Design cosine_similarity_kernel_flat, sky130hd; sources not shown.
### Metal 4

Drawn at 1.5 px/um. Supply wires on this layer in grey.
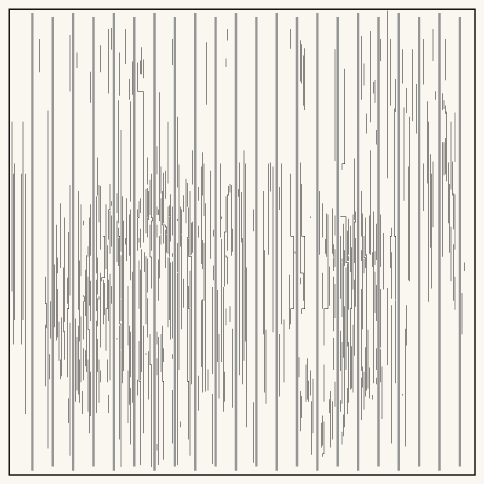
wire length on this layer	16,200 um
nets with wire on the layer	283
main direction	vertical
longest straight run	225 um
share of all routed wire	7.7%
via count of the routed design: 47,700
Routed Wire Length: 211,000 um

### Track usage over the die

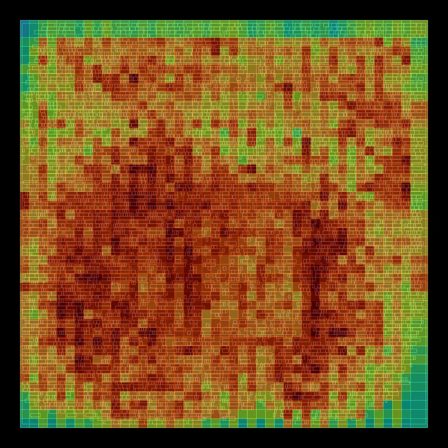
met2 capacity usage during global routing: 67.7%
highest-utilization routing layer at the global route stage: met2

### Wiring heat map

Drawn at 1 px/um. The die is cut into 31 by 31 equal tiles; white is low, dark blue is high, scaled to the fullest tile. Values are wire area over tile area, all layers added.
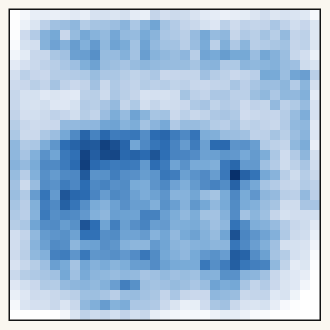
nearly empty tiles	2.2%
mean over tiles	0.40
fullest tile	0.99
tiles over half the peak	29%
global-route total usage across every layer: 45.6%
Routed WL per cell: 26.8 um

==> results.py <==
# Generated from Yosys and OpenROAD reports
metrics = {
    "yosys": {
        "synthAdderAreaFrac_pct": 48.2,
        "yosysMostFrequentCell": "sky130_fd_sc_hd__inv_1",
        "yosys_area_um2": 61500,
        "synth_cell_type_count": 81,
        "mappedNetlistArea_um2": 61500,
        "post_synth_xor_area_fraction_pct": 3.72,
        "yosys_cells": 6374,
        "synth.top_cells.by_area": "sky130_fd_sc_hd__fa_1, sky130_fd_sc_hd__dfrtp_1, sky130_fd_sc_hd__ha_1, sky130_fd_sc_hd__inv_1, sky130_fd_sc_hd__and2_1",
        "ys_dominant_reg_cell": "sky130_fd_sc_hd__dfrtp_1",
        "ys_top_logic_family": "adder cells",
        "muxShareOfSynthArea_pct": 4.58,
        "top_area_share_pct": 37.2,
        "synth_area_leader_cell": "sky130_fd_sc_hd__fa_1",
        "edf_count": 0,
        "synth_seq_share_pct": 14.4,
        "post_synth_inst_count": 6374,
        "ys_async_sr_fraction_pct": 100,
        "yosys_warnings": 0,
        "mean_syn_cell_area_um2": 9.65,
        "synthAoiAreaFrac_pct": 5.80,
        "postSynthRegisterBits": 355,
        "number_of_nets_at_floorplan": 8094,
    },
    "global_routing": {
        "global_route_wire_length_before_repair_um": 314000,
        "grt_start_max_net_pins": 120,
        "overflow": 0,
        "globalRouteMet3Util_pct": 14.5,
        "initial_antenna_violation_count": 36,
    },
    "min_path": {
        "hp-class": "reg2reg",
        "holdPathStages": 1,
    },
    "layout": {
        "stdcell_area_um2": 66000,
        "areaGrowthSynthToFinish_pct": 7.40,
        "fillers": 7047,
        "sh_seq_area_pct": 13.5,
        "logic_area_um2": 46100,
        "antennaDiodeCount": 36,
        "layout.cells.non_filler": 7871,
        "sh_comb_area_pct": 69.8,
        "design.seq.count": 355,
        "n_clock_buffer": 45,
        "num-nonclk-buffers": 415,
        "regArea_um2": 8880,
        "post-route-util_pct": 70.7,
        "mostFrequentLayoutCells": "sky130_fd_sc_hd__inv_1, sky130_fd_sc_hd__fa_1, sky130_fd_sc_hd__and2_1",
        "final_common_cell": "sky130_fd_sc_hd__inv_1",
        "fraction_of_final_layout_cells_sized_beyond_drive_strength_1_pct": 4.16,
        "layout.clock.cell_area_share_pct": 2.21,
        "finish.net_count": 8272,
        "layout.cells.largest_class": "combinational gates",
    },
    "floorplan": {
        "core_area_um2": 93500,
        "initial_core_util_pct": 65.8,
        "io-pin-count": 135,
        "rows": 112,
        "die_height_um": 310,
        "chipArea_um2": 95800,
        "die_width_um": 310,
        "tap-cell-count": 1254,
    },
    "sta": {
        "max_clock_freq_ghz": 0.102,
        "timing.final.hold_violations": 0,
        "final.setup.tns_ns": 0,
        "finClkSkew_ns": 0.0343,
        "timing_worst_slew_pin_value_ns": 1.52,
        "final-setup-viol-count": 0,
        "period_needed_ns": 9.83,
        "slew_headroom_pct": -1.37,
        "max_slew_violation_count": 18,
        "hold_worst_slack_ns": 0.505,
        "final.period_utilization_pct": 87.8,
        "grt_setup_unrepaired": "false",
        "post-route-worst-setup-slack_ns": 1.37,
    },
    "clock_network": {
        "cts_tree": "yes",
        "clk-insertion-delay-late_ns": 0.60,
        "cts_inserted_buffers": 38,
        "cts_setup_buffers": 0,
        "cts-root-buf": "sky130_fd_sc_hd__clkbuf_16",
        "clock_tree.buffer_depth": 3,
        "htreeDepth": 2,
        "cts.reportedPaths.clkPinSlew_ns": 0.06,
        "post_cts_hold_buffer_count": 0,
    },
    "placed_design": {
        "gp_congestion": 1.06,
        "hpwl_um": 168000,
        "dpl-instance-area_um2": 64500,
        "port-buffer-count": 134,
        "post-place-cells": 7766,
        "dp_worst_setup_slack_ns": 1.83,
    },
    "route": {
        "route.met2.wl_um": 91300,
        "drt_pass1_iterations": 6,
        "drtIter0Drc": 5583,
        "routed_via_density": 6.06,
        "met3_length_um": 26400,
        "dr.max_layer_used": "met5",
        "routedLengthMet1_um": 77200,
        "drc": 0,
        "postRouteAntennaNets": 0,
    },
    "worst_setup_path": {
        "path_delay_family": "adder cells",
        "worst_setup_path_start_kind": "register",
        "r2r_cells": 25,
        "crit_buf_inv": 7,
        "worst_path_max_delay_cell": "sky130_fd_sc_hd__clkbuf_1",
        "timing.critical_path.mode_cell": "sky130_fd_sc_hd__fa_1",
        "required_ns": 11.61,
        "critical_path_cell_count": 25,
        "timing.critical_path.to_type": "register",
        "setup.worst_path.class": "reg2reg",
        "cp.arrival_ns": 10.25,
        "path_max_fanout": 11,
        "r2r_setup_slack_ns": 1.37,
    },
    "flow_run": {
        "maxCapViolCount": 1,
    },
    "outcome": {
        "violated_checks": "max-capacitance violations, max-slew violations",
        "outcome": "complete, but fails checks",
    },
}
